**src/rtl/pp_seq_multiplier.sv**
```systemverilog
// pp_seq_multiplier
// Sequential partial-product multiplier for WIDTH-bit operands. Operands are
// reduced to magnitudes at capture, PP_PER_CYCLE shifted rows are summed into
// a 2*WIDTH accumulator each CALC cycle, and the sign is applied once in FIX.
//
//   state | meaning
//   ------+-----------------------------------------------------------
//   IDLE  | in_ready high; waiting for an operand handshake
//   CALC  | K cycles, each adding PP_PER_CYCLE partial-product rows
//   FIX   | single cycle; conditional negate of acc into out_p
//   DONE  | out_valid high; waiting for the consumer to take out_p
module pp_seq_multiplier #(
  parameter int WIDTH        = 8,
  parameter int PP_PER_CYCLE = 1
) (
  input  logic                 clk,
  input  logic                 rst_n,
  input  logic                 in_valid,
  output logic                 in_ready,
  input  logic [WIDTH-1:0]     in_a,
  input  logic [WIDTH-1:0]     in_b,
  input  logic                 in_signed,
  output logic                 out_valid,
  input  logic                 out_ready,
  output logic [2*WIDTH-1:0]   out_p
);

  localparam int K  = WIDTH / PP_PER_CYCLE;
  localparam int CW = (K > 1) ? $clog2(K) : 1;
  localparam int PW = 2 * WIDTH;

  typedef enum logic [1:0] {
    IDLE = 2'd0,
    CALC = 2'd1,
    FIX  = 2'd2,
    DONE = 2'd3
  } state_t;

  state_t            state;
  logic [CW-1:0]     cnt;
  logic [PW-1:0]     acc;
  logic [WIDTH-1:0]  a_mag;
  logic [WIDTH-1:0]  b_mag;
  logic              neg;

  logic              a_neg;
  logic              b_neg;
  logic [WIDTH-1:0]  a_mag_in;
  logic [WIDTH-1:0]  b_mag_in;

  logic [PW-1:0]     a_ext;
  logic [PW-1:0]     step_sum;
  logic [WIDTH-1:0]  b_sh;
  int                base;

  // Operand magnitudes at capture; the most negative value maps onto
  // 2^(WIDTH-1), which still fits the unsigned WIDTH-bit magnitude.
  assign a_neg    = in_signed & in_a[WIDTH-1];
  assign b_neg    = in_signed & in_b[WIDTH-1];
  assign a_mag_in = a_neg ? (~in_a + WIDTH'(1)) : in_a;
  assign b_mag_in = b_neg ? (~in_b + WIDTH'(1)) : in_b;

  assign in_ready = (state == IDLE);

  // Sum of the current group of rows: row i = a_mag gated by b_mag[i], shifted by i.
  always_comb begin
    base     = int'(cnt) * PP_PER_CYCLE;
    a_ext    = {{WIDTH{1'b0}}, a_mag};
    b_sh     = b_mag >> base;
    step_sum = acc;
    for (int p = 0; p < PP_PER_CYCLE; p++) begin
      if (b_sh[0]) begin
        step_sum = step_sum + (a_ext << (base + p));
      end
      b_sh = b_sh >> 1;
    end
  end

  // Control FSM with registered result and valid.
  always_ff @(posedge clk or negedge rst_n) begin
    if (!rst_n) begin
      state     <= IDLE;
      cnt       <= '0;
      acc       <= '0;
      a_mag     <= '0;
      b_mag     <= '0;
      neg       <= 1'b0;
      out_valid <= 1'b0;
      out_p     <= '0;
    end else begin
      case (state)
        IDLE: begin
          if (in_valid) begin
            a_mag <= a_mag_in;
            b_mag <= b_mag_in;
            neg   <= a_neg ^ b_neg;
            acc   <= '0;
            cnt   <= '0;
            state <= CALC;
          end
        end
        CALC: begin
          acc <= step_sum;
          if (cnt == CW'(K - 1)) begin
            state <= FIX;
          end else begin
            cnt <= cnt + CW'(1);
          end
        end
        FIX: begin
          out_p     <= neg ? ((~acc) + PW'(1)) : acc;
          out_valid <= 1'b1;
          state     <= DONE;
        end
        DONE: begin
          if (out_ready) begin
            out_valid <= 1'b0;
            state     <= IDLE;
          end
        end
        default: state <= IDLE;
      endcase
    end
  end

endmodule

```
**config.mk**
```make
export PLATFORM = sky130hd
export DESIGN_NAME = pp_seq_multiplier
export DESIGN_NICKNAME = d
export VERILOG_FILES = /design/src/rtl/pp_seq_multiplier.sv
export SDC_FILE = /design/constraint.sdc
export NUM_CORES = 1
export LEC_CHECK = 0
export CORE_UTILIZATION = 45
export DETAILED_ROUTE_END_ITERATION = 8
export PLACE_DENSITY = 0.68
export SYNTH_ARGS = -nofsm -noshare
export SYNTH_HDL_FRONTEND = slang
export SYNTH_SLANG_ARGS = --single-unit
```
**constraint.sdc**
```tcl
create_clock -name clk -period 5.5 [get_ports clk]
set_input_delay 1.1 -clock clk [delete_from_list [all_inputs] [get_ports clk]]
set_output_delay 1.1 -clock clk [all_outputs]
set_load 0.02 [all_outputs]
```
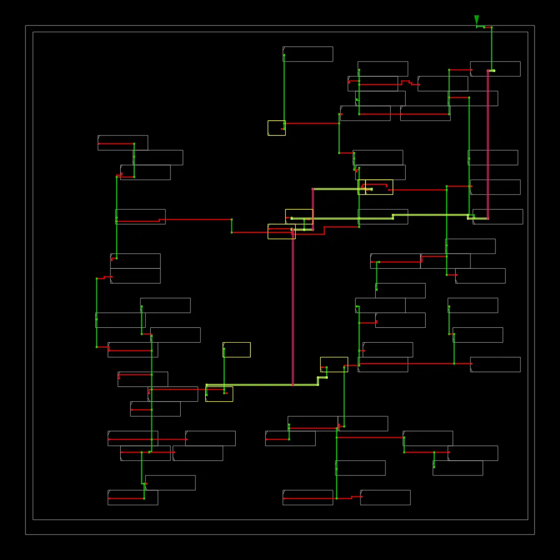
(the clock network)
# clk buffers: 7
Num CTS Buffers: 5
Worst-Skew Late Latency: 310 ps
Sink Count: 55

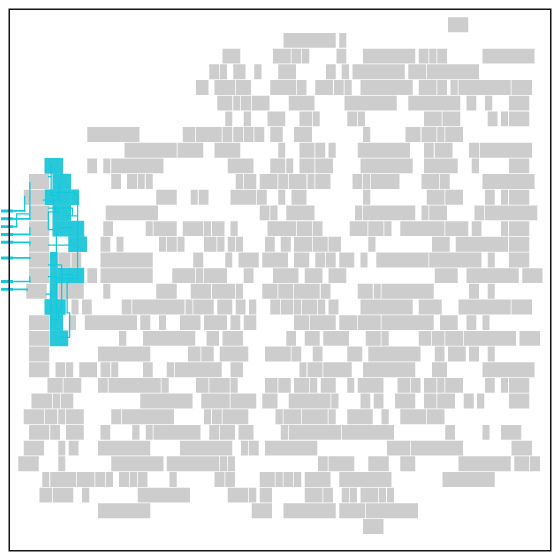
(wires at chosen ports, followed through buffers)
cyan -> in_a  # bits 8, direction input, end cells 18, wire 149 µm
I/O pin total: 39
port bufs: 38

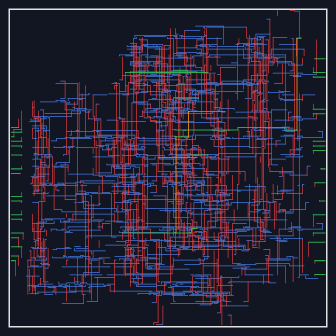
(routed metal, one colour a layer)
red -> met2  # wire length 3660 µm
blue -> met1  # wire length 3660 µm
orange -> met4  # wire length 63.2 µm
green -> met3  # wire length 226 µm
routed via count: 3016
Tot GR Track Use: 19.2%

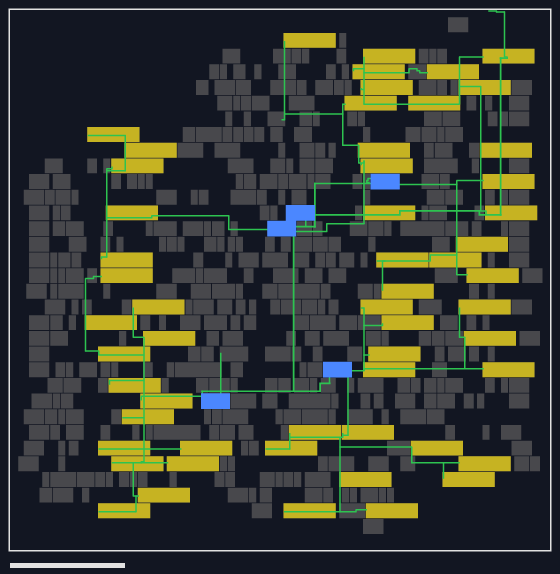
(clock wires, drivers and flops)
The bar under the picture is 20 µm long.
blue -> cells driving clock nets  # count 5
yellow -> flip-flops  # count 55
green -> clock wires  # length 699 µm
flops lie = all over the die
routed clock nets = 6
Clk pwr share: 10.0%
clk pwr: 236 µW
Clock Skew: 4.43 ps

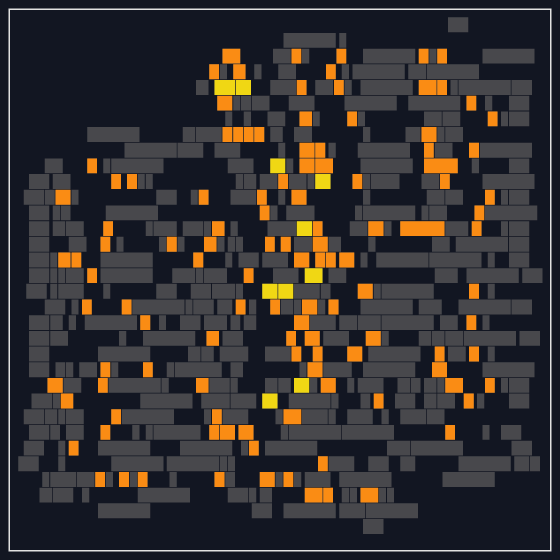
(selected gate families)
yellow -> AND-OR and OR-AND gates  # cells 10, most used o21a_1
orange -> inverting AOI/OAI gates  # cells 116, most used o21ai_0, where all over the die
non-filler cells, final: 563
Comb area share: 52.3%
most numerous logic cell after layout: nand2_1

final timing paths:
path,start,endpoint,slack [ps],cells after the start
worst max-delay path,cnt[1],acc[14],2210,10
worst min-delay path,b_mag[3],b_mag[3],490,2
worst max register to register,cnt[1],acc[14],2210,10
worst min register to register,b_mag[3],b_mag[3],490,2
max in group asynchronous,rst_n,out_p[7],4160,2
min in group asynchronous,rst_n,out_p[3],900,2
critical path: cells and delay by family (launching register included):
kind	cells	cell delay (ps)
flip-flops	1	750
adder cells (fa/ha/maj)	1	350
XOR/XNOR	1	160
multiplexers	2	530
AND-OR/OR-AND	6	1390
area by class of cell:
| cell class | instances | area share [%] |
|---|---|---|
| well taps | 105 | 3.05 |
| clock inverters | 1 | 0.203 |
| multi-input cells | 339 | 52.3 |
| repair buffers | 40 | 9.06 |
| flip-flops and latches | 55 | 31.9 |
| clock buffers | 7 | 2.00 |
| inverters | 16 | 1.39 |
logic make-up after synthesis:
kind of cell / share of synthesized area, %
multiplexers: 6.75
AND/OR/NAND/NOR: 15.6
buffers and inverters: 4.00
XOR/XNOR: 8.10
adder cells (fa/ha/maj): 8.47
flip-flops: 36.4
AND-OR/OR-AND: 20.6
routing by layer:
layer | vias to the layer above | share of wire, %
li1 | 1579 | -
met1 | 1378 | 48
met2 | 53 | 48
met3 | 6 | 3.0
met4 | 0 | 0.83
met5 | - | 0
stage by stage:
step | setup WS [ps] | total power, mW | cells | utilization, %
3_5_place_dp | 2210 | 2.14 | 555 | 51.5
5_1_grt | 1970 | 2.60 | 563 | 52.7
4_1_cts | 2190 | 2.39 | 563 | 52.7
6_report | 2210 | 2.37 | 563 | 52.7
3_3_place_gp | 2240 | 2.11 | 555 | 51.5
2_1_floorplan | 2460 | 1.79 | 428 | -
registers in the layout, indices dropped and copies added (netlist names):
register and count:
out_p 16, state 2, out_valid 1, b_mag 8, a_mag 8, acc 16
cnt 3, neg 1
cell usage in the layout, fill, tap and decap left out, types with 3 or more instances in the layout:
| cell | netlist | layout |
|---|---|---|
| xnor2_1 | 14 | 14 |
| clkbuf_8 | 0 | 6 |
| nand3_1 | 5 | 5 |
| o22ai_1 | 4 | 4 |
| xor2_1 | 21 | 21 |
| o211ai_1 | 3 | 3 |
| o31ai_1 | 11 | 11 |
| a21oi_1 | 28 | 28 |
| a211oi_1 | 4 | 4 |
| nand2b_1 | 6 | 6 |
| ha_1 | 24 | 24 |
| mux2i_1 | 12 | 12 |
| o41ai_1 | 4 | 4 |
| dfrtp_1 | 55 | 55 |
| o21a_1 | 6 | 6 |
| a31oi_1 | 4 | 4 |
| clkdlybuf4s50_1 | 0 | 37 |
| nand2_1 | 61 | 61 |
| o21ai_0 | 47 | 47 |
| mux2_2 | 8 | 8 |
| nor2b_1 | 4 | 4 |
| or3_1 | 6 | 6 |
| nor3_1 | 5 | 5 |
| inv_1 | 16 | 16 |
| nor2_1 | 32 | 32 |
| o21bai_1 | 3 | 3 |
power groups by stage:
stage          Sequential (mW)  Combinational [mW]  Clock, mW
2_1_floorplan            0.764                1.03          0
3_3_place_gp             0.768                1.34          0
3_5_place_dp             0.777                1.37          0
4_1_cts                  0.769                1.37      0.246
5_1_grt                  0.798                1.54      0.262
6_report                 0.765                1.37      0.236
==> impl_metrics.tcl <==
# collected from the flow reports
set metrics [dict create \
    drive_gt1_share_pct 5.90 \
    status "complete, no violations" \
    top_cells_by_count "61 x nand2_1, 55 x dfrtp_1, 47 x o21ai_0, 32 x nor2_1, 28 x a21oi_1" \
    cpPeakStageDelay_ps 750 \
    peakVddDrop_v 0.000184 \
    fp.dieArea_mm2 0.00878 \
    synthCells 428 \
    ys.flops 55 \
    antenna_cells 0 \
    drtIter0Drc 94 \
    overflow 0 \
    p_per_area_mw_per_mm2 550 \
    finalSetupTns_ps 0 \
    comb_area_mm2 0.00225 \
    synth_area_mm2 0.00378 \
    finalSetupViolCount 0 \
    edf_count 0 \
    die_h_um 93.7 \
    async_flop_share_pct 100 \
    ctsResizeCount 0 \
    row_count 33 \
    rsz0062_at_grt "no" \
    period_minus_slack_ps 3290 \
    arrival_ps 3490 \
    grt.met1_usage_pct 25.1 \
    worstMarginPinSlew_ps 856 \
    period_used_pct 59.9 \
    path_class "reg -> reg" \
    wl_per_cell_um 13.5 \
    grt_max_degree 56 \
    gr-usage-met3_pct 2.91 \
    place_congestion 0.923 \
    avgSynthCellArea_um2 8.84 \
    cts_setup_buffers 0 \
    avgViaCountPerCell 5.36 \
    cts_tree "yes" \
    path_cells "mux2_2 -> o21ai_0 -> mux2i_1 -> ha_1 -> a21oi_1 -> o211ai_1 -> a311o_1 -> a221oi_1 -> xor2_1 -> o21ai_0" \
    synth.top_cell.area_share_pct 36.4 \
    grt_pass1_vias 2908 \
    wirelength_um 7620 \
    leakagePower_nw 1.84 \
]
Power and IR drop assume default switching activity.
